$ cat src/rtl/uart_pkg.sv
// Shared UART definitions: FSM state encoding and baud divisor helper.
package uart_pkg;

    typedef enum logic [1:0] {
        IDLE  = 2'd0,
        START = 2'd1,
        DATA  = 2'd2,
        STOP  = 2'd3
    } uart_state_t;

    function automatic int clks_per_bit(input int clk_rate, input int baud);
        return clk_rate / baud;
    endfunction

endpackage

$ cat src/rtl/sync_2ff.sv
// Two-flop synchronizer for a single asynchronous bit with a selectable reset level.
module sync_2ff #(
    parameter logic RESET_VAL = 1'b1
) (
    input  logic clock,
    input  logic rst_n,
    input  logic d,
    output logic q
);

    logic meta;

    always_ff @(posedge clock or negedge rst_n) begin
        if (!rst_n) begin
            meta <= RESET_VAL;
            q    <= RESET_VAL;
        end else begin
            meta <= d;
            q    <= meta;
        end
    end

endmodule

$ cat src/rtl/uart_rx.sv
// UART receiver: synchronizes rx, qualifies the start bit at mid-bit and shifts
// data in LSB first, reporting each frame as a valid or framing-error strobe.
module uart_rx
    import uart_pkg::*;
#(
    parameter int CLK_RATE  = 100000000,
    parameter int BAUD_RATE = 9600,
    parameter int DATA_BITS = 8
) (
    input  logic                 clock,
    input  logic                 rst_n,
    input  logic                 rx,
    output logic [DATA_BITS-1:0] rx_data,
    output logic                 rx_valid,
    output logic                 rx_frame_err,
    output logic                 rx_busy
);

    localparam int CPB   = clks_per_bit(CLK_RATE, BAUD_RATE);
    localparam int HALF  = CPB / 2;
    localparam int CNT_W = $clog2(CPB);
    localparam int IDX_W = $clog2(DATA_BITS);

    localparam logic [CNT_W-1:0] CNT_HALF = CNT_W'(HALF - 1);
    localparam logic [CNT_W-1:0] CNT_LAST = CNT_W'(CPB - 1);
    localparam logic [IDX_W-1:0] IDX_LAST = IDX_W'(DATA_BITS - 1);

    uart_state_t          state;
    logic [CNT_W-1:0]     cnt;
    logic [IDX_W-1:0]     bit_idx;
    logic [DATA_BITS-1:0] shreg;
    logic                 rx_s;
    logic                 rx_prev;

    sync_2ff #(.RESET_VAL(1'b1)) u_sync (
        .clock (clock),
        .rst_n (rst_n),
        .d     (rx),
        .q     (rx_s)
    );

    assign rx_busy = (state != IDLE);

    always_ff @(posedge clock or negedge rst_n) begin
        if (!rst_n) begin
            state        <= IDLE;
            cnt          <= '0;
            bit_idx      <= '0;
            shreg        <= '0;
            rx_prev      <= 1'b1;
            rx_data      <= '0;
            rx_valid     <= 1'b0;
            rx_frame_err <= 1'b0;
        end else begin
            rx_prev      <= rx_s;
            rx_valid     <= 1'b0;
            rx_frame_err <= 1'b0;
            case (state)
                IDLE: begin
                    cnt <= '0;
                    // Only a genuine 1->0 transition arms the receiver, so a held break stays quiet.
                    if (rx_prev && !rx_s) begin
                        state <= START;
                    end
                end
                START: begin
                    if (cnt == CNT_HALF) begin
                        cnt     <= '0;
                        bit_idx <= '0;
                        state   <= rx_s ? IDLE : DATA;
                    end else begin
                        cnt <= cnt + 1'b1;
                    end
                end
                DATA: begin
                    if (cnt == CNT_LAST) begin
                        cnt     <= '0;
                        shreg   <= {rx_s, shreg[DATA_BITS-1:1]};
                        bit_idx <= bit_idx + 1'b1;
                        if (bit_idx == IDX_LAST) begin
                            state <= STOP;
                        end
                    end else begin
                        cnt <= cnt + 1'b1;
                    end
                end
                STOP: begin
                    // Leaving at mid-stop-bit leaves half a bit of margin to catch the next start.
                    if (cnt == CNT_LAST) begin
                        cnt   <= '0;
                        state <= IDLE;
                        if (rx_s) begin
                            rx_data  <= shreg;
                            rx_valid <= 1'b1;
                        end else begin
                            rx_frame_err <= 1'b1;
                        end
                    end else begin
                        cnt <= cnt + 1'b1;
                    end
                end
                default: begin
                    state <= IDLE;
                    cnt   <= '0;
                end
            endcase
        end
    end

endmodule

$ cat config.mk
export PLATFORM = sky130hd
export DESIGN_NAME = uart_rx
export DESIGN_NICKNAME = d
export VERILOG_FILES = /design/src/rtl/uart_pkg.sv /design/src/rtl/sync_2ff.sv /design/src/rtl/uart_rx.sv
export SDC_FILE = /design/constraint.sdc
export NUM_CORES = 1
export LEC_CHECK = 0
export ABC_AREA = 0
export CAP_MARGIN = 20
export CORE_ASPECT_RATIO = 0.5
export CORE_UTILIZATION = 50
export CTS_BUF_LIST = sky130_fd_sc_hd__clkbuf_8
export CTS_CLUSTER_SIZE = 24
export DETAILED_ROUTE_END_ITERATION = 10
export GPL_TIMING_DRIVEN = 1
export PLACE_DENSITY = 0.67
export SLEW_MARGIN = 10
export SYNTH_ARGS = -nofsm -noshare
export SYNTH_HDL_FRONTEND = slang
export SYNTH_SLANG_ARGS = --single-unit
$ cat constraint.sdc
create_clock -name clock -period 3.5 [get_ports clock]
set_input_delay 0.7 -clock clock [delete_from_list [all_inputs] [get_ports clock]]
set_output_delay 0.7 -clock clock [all_outputs]
set_load 0.05 [all_outputs]
==> notes.md <==
flow finished, numbers: Syn Nets 150, final hold slack 362 ps, Post-synth regs 40, Core Area 3210 um^2, antenna violations before repair 0, AO/OA Area Share 4.38%, Chip Area, Yosys 1800 um^2, worst min-delay path endpoint u_sync.q, largest net degree at the start of global routing 41, Nets 165, dpl hpwl 1970 um, critical-path maximum fanout 12, Port Buffers 13, floorplan core density 56.2%, status finished clean, Max Cap Viol 0, mux share 10.0%, Crit Path Class flop to primary output, Crit path required time 2800 ps, share of cells above drive strength 1 19.4%, Top Layout Cells 37 x dfrtp_1, 14 x nor2_1, 13 x mux2_2, sequential share of power 56.2%, Vias/cell 5.39, simple-gate share of the synthesized area 20.6%, worst-case clock buffer depth 2, GPL Wtd Cong 0.751, relative slew slack 42.3%, sequential standard cell area 1000 um^2, DR pass1 iterations 4, Final Instance Count excl. Fillers 208, sw power 259 uW, # DRC 0, area grow syn2layout 14.1%, yosys xor share 5.35%, DIE HEIGHT 44.4 um
## sequential cells by signal (all words and copies together), names as in the netlist, named ones only
signal        flops
rx_frame_err      1
bit_idx           3
u_sync.q          1
cnt              14
rx_data           8
rx_prev           1
rx_valid          1
u_sync.meta       1
shreg             8
state             1
## critical path, stage by stage, from the launching register on
cell and delay (ps):
dfrtp_1 510, or2_2 360, clkdlybuf4s50_1 700
## cell type report
cell class | instances | area share, %
Sequential cell | 40 | 48.9
Multi-Input combinational cell | 98 | 37.2
Timing Repair Buffer | 13 | 6.09
Clock buffer | 6 | 4.02
Tap cell | 48 | 2.92
Clock inverter | 2 | 0.730
Inverter | 1 | 0.183
## worst max-delay path by stage
stage               start       to  slack [ps]  cells after the start
finish               flop  rx_busy         950                      2
global placement     flop  rx_busy        1280                      2
global route         flop  rx_busy         880                      2
CTS                  flop  rx_busy         940                      2
floorplan            flop  rx_busy        1810                      2
detailed placement   flop  rx_busy        1270                      2
## power by group through the flow
stage	Clock, uW	Combinational (uW)	Sequential [uW]
after floorplan	0	82.1	528
after global placement	0	91.8	545
after detailed placement	0	95.7	545
after CTS	331	96.1	537
after global routing	351	112	544
final	325	92.9	537
## per-layer routing
metal  global-route usage [%]  share of wire [%]
met5                        0                  0
met1                     26.6                 52
met4                     4.00               0.60
met3                     7.09                5.1
met2                     27.1                 42
## synthesized netlist by cell type (all sizes together), types with 2 or more instances
cell	n	area [um^2]
o21ai	3	15.0
buf	4	25.0
dfstp	3	78.8
dfrtp	37	926
nor2	15	72.6
o211ai	3	22.5
nor2b	3	18.8
nand3	8	40.0
nand4	8	71.3
xnor2	2	17.5
ha	3	37.5
mux2	16	180
nor4b	3	41.3
nand2	6	22.5
and4	4	35.0
xor2	9	78.8
==> images/sizes.png <==
The bar under the picture is 20 um long.
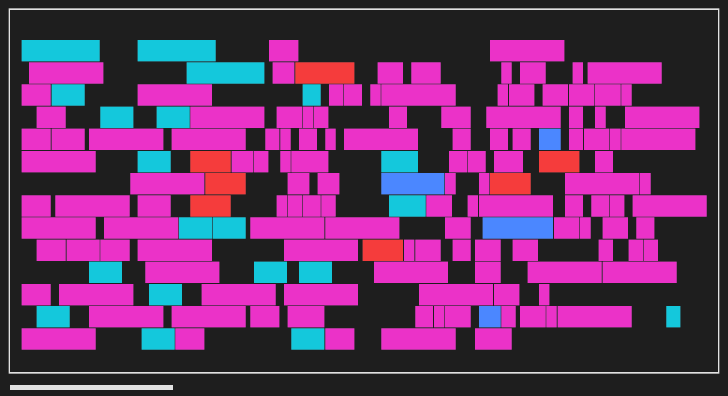
legend:
  _2 cells:
    colour: cyan
    cells: 20
  _3 and _4 cells:
    colour: blue
    cells: 4
  _0 and _1 cells:
    colour: magenta
    cells: 129
  _6 and larger:
    colour: red
    cells: 7

==> images/wires.png <==
Two of the layers only.
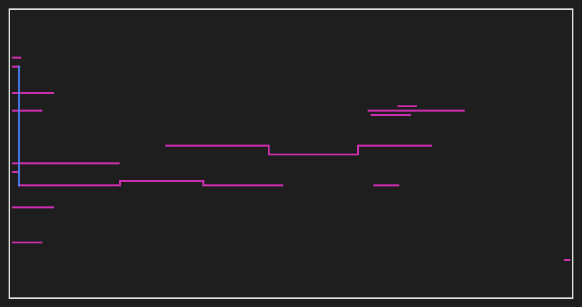
legend:
  metal 3:
    colour: magenta
    wire_length: 154 um
  metal 4:
    colour: blue
    wire_length: 18.4 um

==> images/layer_met2.png <==
Cells faint in the background.
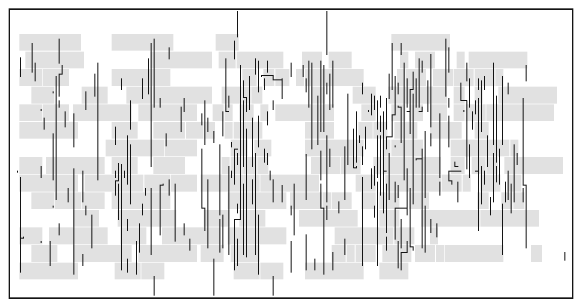
nets with wire on the layer: 134
share of all routed wire: 42%

==> images/clocks.png <==
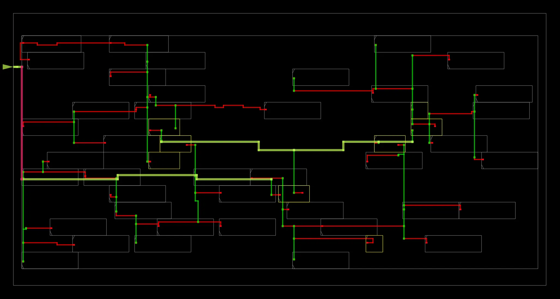
# clock sinks: 40
clk pwr: 325 uW
Setup Skew: 5.80 ps

==> images/layer_met1.png <==
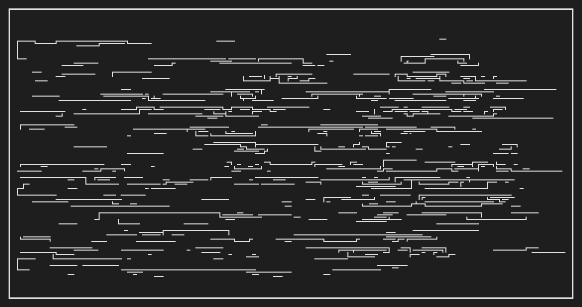
wire length on this layer: 1560 um
nets with wire on the layer: 143
final WL: 3000 um
met1 Use GR: 26.6%

No activity file was given, so power comes from the tool's default toggle rates.
